Fig. 1: run 1, M1 wires
Supply wires on this layer in grey.
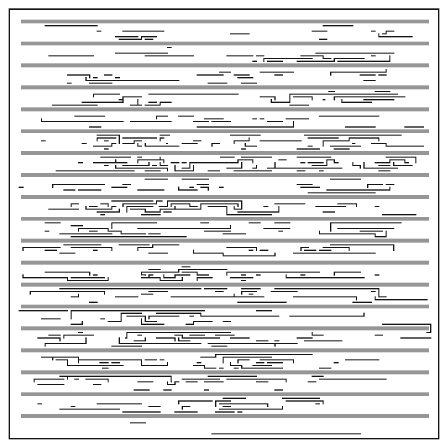
Fig. 2: run 1, signal wires on met2
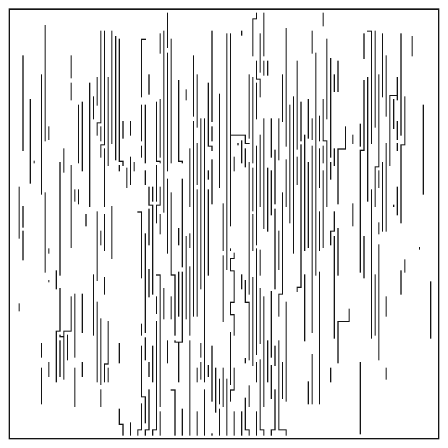
Fig. 3: run 1, met3 routing
Scale bar: 20 µm. Cells faint in the background.
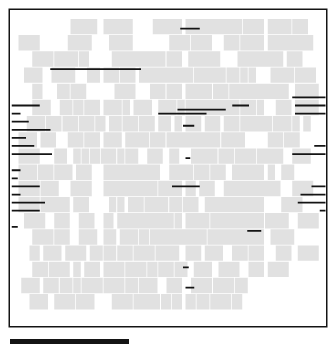
==> config.mk <==
export PLATFORM = sky130hd
export DESIGN_NAME = multicycle_controller
export DESIGN_NICKNAME = d
export VERILOG_FILES = /design/src/rtl/multicycle_controller_pkg.sv /design/src/rtl/multicycle_controller_cond_check.sv /design/src/rtl/multicycle_controller.sv
export SDC_FILE = /design/constraint.sdc
export NUM_CORES = 1
export LEC_CHECK = 0
export CAP_MARGIN = 30
export CORE_UTILIZATION = 34
export CTS_BUF_LIST = sky130_fd_sc_hd__clkbuf_16
export DETAILED_ROUTE_END_ITERATION = 10
export PLACE_DENSITY = 0.8
export SLEW_MARGIN = 20
export SYNTH_ARGS = -nofsm -noshare
export SYNTH_HDL_FRONTEND = slang
export SYNTH_SLANG_ARGS = --single-unit
==> constraint.sdc <==
create_clock -name clk -period 2.2 [get_ports clk]
set_clock_uncertainty 0.15 [all_clocks]
set_input_delay 0.44 -clock clk [delete_from_list [all_inputs] [get_ports clk]]
set_output_delay 0.44 -clock clk [all_outputs]
set_load 0.005 [all_outputs]
==> run summary, run 1 <==
flow finished, numbers: Max H-tree Level=1, Dominant cell area share=a little under a quarter, cell taking the most area after synthesis=dfrtp_1, Core Util at FP=around 36%, leakage=0.871 nW, Largest cells by area=dfrtp_1 23%, nor2b_1 6.3%, mux2_1 5.1%, failing checks=setup timing, post-layout period usage=114%, HP Class=in -> async, flops out of synthesis=8, distinct lib cells=42, dpl ws=-0.922 ns, YS chip area=888 µm², status=finished, violations left, Ports=~64, Final Setup Violations=3, worst setup margin=-0.306 ns, crit end category=output pin, DR WL/cell=about 15 µm, critical path arrival=between 1.5 and 2 ns, CTS clk-pin slew, worst paths=0.04 ns, critical path's slowest cell=dfrtp_2, I/O Buffers=47, number of enable flip-flop cells=0, Max rail drop VDD=approximately 900 µV, worst reg2reg path depth=8
Back to the opening pictures, Fig. 1:
longest straight run: 18.4 µm
main direction: horizontal
nets with wire on the layer: 199
drt total wl: 3.57 mm
DR vias: 1232
GRT met1 Usage: 26.4%

Back to the opening pictures, Fig. 2:
wire length on this layer: 1950 µm
nets with wire on the layer: 207
main direction: vertical
share of all routed wire: 55%
met2 track demand over resource: 47.5%

Back to the opening pictures, Fig. 3:
main direction: horizontal
nets with wire on the layer: 29
longest straight run: 14.9 µm
grt met3 use: 4.89%

-- run 1: final cells by class --
class | instances | area (µm²) | area share, %
Inverter | 5 | 18.8 | 0.955
Multi-Input combinational cell | 93 | 811 | 41.3
Tap cell | 30 | 37.5 | 1.91
Clock buffer | 3 | 75.1 | 3.82
Sequential cell | 8 | 206 | 10.5
Timing Repair Buffer | 93 | 816 | 41.5
-- run 1: stage by stage --
stage / util (%) / area [µm²] / setup TNS, ns
2_1_floorplan: - / 888 / 0
3_3_place_gp: 66.1 / 1640 / -5.02
3_5_place_dp: 66.1 / 1640 / -5.54
4_1_cts: 74.5 / 1850 / -0.802
5_1_grt: 79.3 / 1960 / -1.28
6_report: 79.3 / 1960 / -0.905
-- run 1: cells in the mapped netlist, types with 3 or more instances --
cell,number
nand3_1,3
nor3b_1,4
nor2b_1,9
dfrtp_1,8
a31oi_1,3
xnor2_1,3
nand2b_1,4
nand2_1,10
nor2_1,8
o21ai_0,6
nor3_1,6
mux2_1,4
inv_1,5
o211ai_1,3
clkbuf_1,4
-- run 1: report_power, final --
| group | internal (mW) | switching [mW] |
|---|---|---|
| clock | 0.234 | 0.0689 |
| combinational | 0.831 | 0.555 |
| sequential | 0.217 | 0.109 |
-- run 1: routing by layer --
layer | vias up | track usage, % | part of all wire [%]
met1 | 591 | 26.4 | 39
li1 | 595 | - | -
met2 | 36 | 47.5 | 55
met5 | - | 0 | 0
met4 | 0 | 11.4 | 3.0
met3 | 10 | 4.89 | 3.4
-- run 1: cell families (layout without fill, tap and decap cells) --
family	count (synthesis)	in the layout	synth area share (%)
muxes	5	5	6.20
xor gates and xnor gates	4	4	3.94
AOI/OAI and AO/OA	25	25	23.4
buffers and inverters	12	101	5.49
and+or+nand+nor	59	59	38.5
DFF	8	8	22.5
==> run 1 -> run 2 <==
Settings changed: GPL_ROUTABILITY_DRIVEN set to 0.
Fig. 4: run 2, clock wiring as the flow saved it
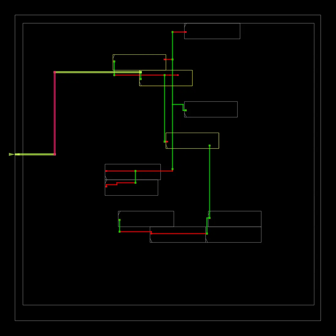
clock buffers: 3
TritonCTS Buffers: 3
sequential cell count: 8
# clock sinks: 8

Fig. 5: run 2, met3 routing
Scale bar: 20 µm. Cells faint in the background.
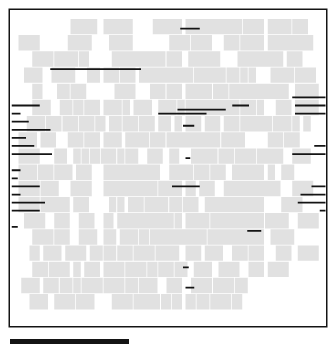
main direction: horizontal
nets with wire on the layer: 29
share of all routed wire: 3.5%
longest straight run: 14.9 µm
wire length on this layer: 123 µm

==> run 2 against run 1 <==
  * The run still ends with setup timing left
  * Hold slack unchanged
  * Via count unchanged
  * Sequential share of layout area unchanged
  * Total power unchanged
  * Synthesized cell count unchanged
  * Cell count unchanged
  * Synthesized area unchanged
  * Cell area unchanged
  * Die area unchanged
  * Critical path type unchanged
==> run summary, run 2 <==
flow finished, numbers: status=finished, violations left, failing checks=setup timing, critical path arrival=between 1.5 and 2 ns, Setup crit start kind=flip-flop, leakage=around 0.87 nW, post-layout period usage=114%, Final Setup Violations=3, Dominant cell area share=~23%, DR WL/cell=15.4 µm, number of enable flip-flop cells=0, Ports=roughly 64, YS chip area=~900 µm², crit end category=output pin, CTS Buffer Depth=2, distinct lib cells=42, DR vias=1232, CTS tree=built, Flop pwr share=about 16%, post_cts resized=69, CP max FO=2, Layout area overhead=121%, Comb power frac=68.8%, Register Area=around 210 µm², HP Class=in -> async, Setup TNS Final=-0.905 ns, top-count cell post-synth=nand2_1, worst setup margin=-0.306 ns, diode count=0, Max rail drop VDD=roughly 900 µV, tally of filler cells in the layout=170, Sw Pwr=733 µW, flops out of synthesis=8, worst reg2reg path depth=8, CTS Root Cell=clkbuf_16, Core Util at FP=between 30% and 40%, Finished Layout Cells=about 230, clock group share of total power=between 10% and 20%, cell-internal power=around 1.3 mW, synth cell count leaders=10 x nand2_1, 9 x nor2b_1, 8 x dfrtp_1, 8 x nor2_1, Switching Fraction=approximately 36%, Max Cap Viol=0, drt total wl=around 3.6 mm, cell taking the most area after synthesis=dfrtp_1, Largest cells by area=dfrtp_1 23%, nor2b_1 6.3%, mux2_1 5.1%, I/O Buffers=about 47, Combinational Area=between 800 and 900 µm², CTS clk-pin slew, worst paths=0.04 ns, Max H-tree Level=1
run 2: logic make-up (layout without fill, tap and decap cells):
kind of cell           Yosys count  after routing  share of synthesized area, %
XOR/XNOR                         4              4                          3.94
AND-OR/OR-AND                   25             25                          23.4
multiplexers                     5              5                          6.20
buffers and inverters           12            101                          5.49
AND/OR/NAND/NOR                 59             59                          38.5
flip-flops                       8              8                          22.5
run 2: worst max-delay path, cell delays in order, from the launching register on:
cell      delay (ns)
dfrtp_2         0.44
buf_6           0.13
buf_6           0.11
o211ai_1        0.26
o311ai_4        0.17
nor2_2          0.12
o21a_1          0.16
buf_6           0.11
o21bai_1        0.05
buf_2           0.12
run 2: cell type report:
cell class              instances  area share (%)
multi-input cells              93            41.3
clock buffers                   3            3.82
flip-flops and latches          8            10.5
repair buffers                 93            41.5
inverters                       5           0.955
well taps                      30            1.91
run 2: stage by stage:
stage / worst slack [ns] / utilization [%] / hold slack [ns] / cell area (µm²)
2_1_floorplan: 0.00570 / - / -0.00559 / 888
3_3_place_gp: -0.843 / 66.1 / 0.380 / 1640
3_5_place_dp: -0.922 / 66.1 / 0.385 / 1640
4_1_cts: -0.274 / 74.5 / 0.176 / 1850
5_1_grt: -0.381 / 79.3 / 0.213 / 1960
6_report: -0.306 / 79.3 / 0.193 / 1960
run 2: power groups by stage:
stage	sequential, mW	combinational (mW)	clock (mW)
after detailed placement	0.300	1.10	0
after global placement	0.296	1.07	0
after global routing	0.330	1.48	0.314
after CTS	0.292	1.24	0.309
final	0.326	1.39	0.303
after floorplan	0.267	0.475	0
run 2: per-layer routing:
metal  vias up  GRT usage, %  wire length (µm)
met1       591          26.4              1390
met5         -             0                 0
met3        10          4.89               123
met2        36          47.5              1950
met4         0          11.4               107
li1        595             -                 -
Power and IR drop assume default switching activity.
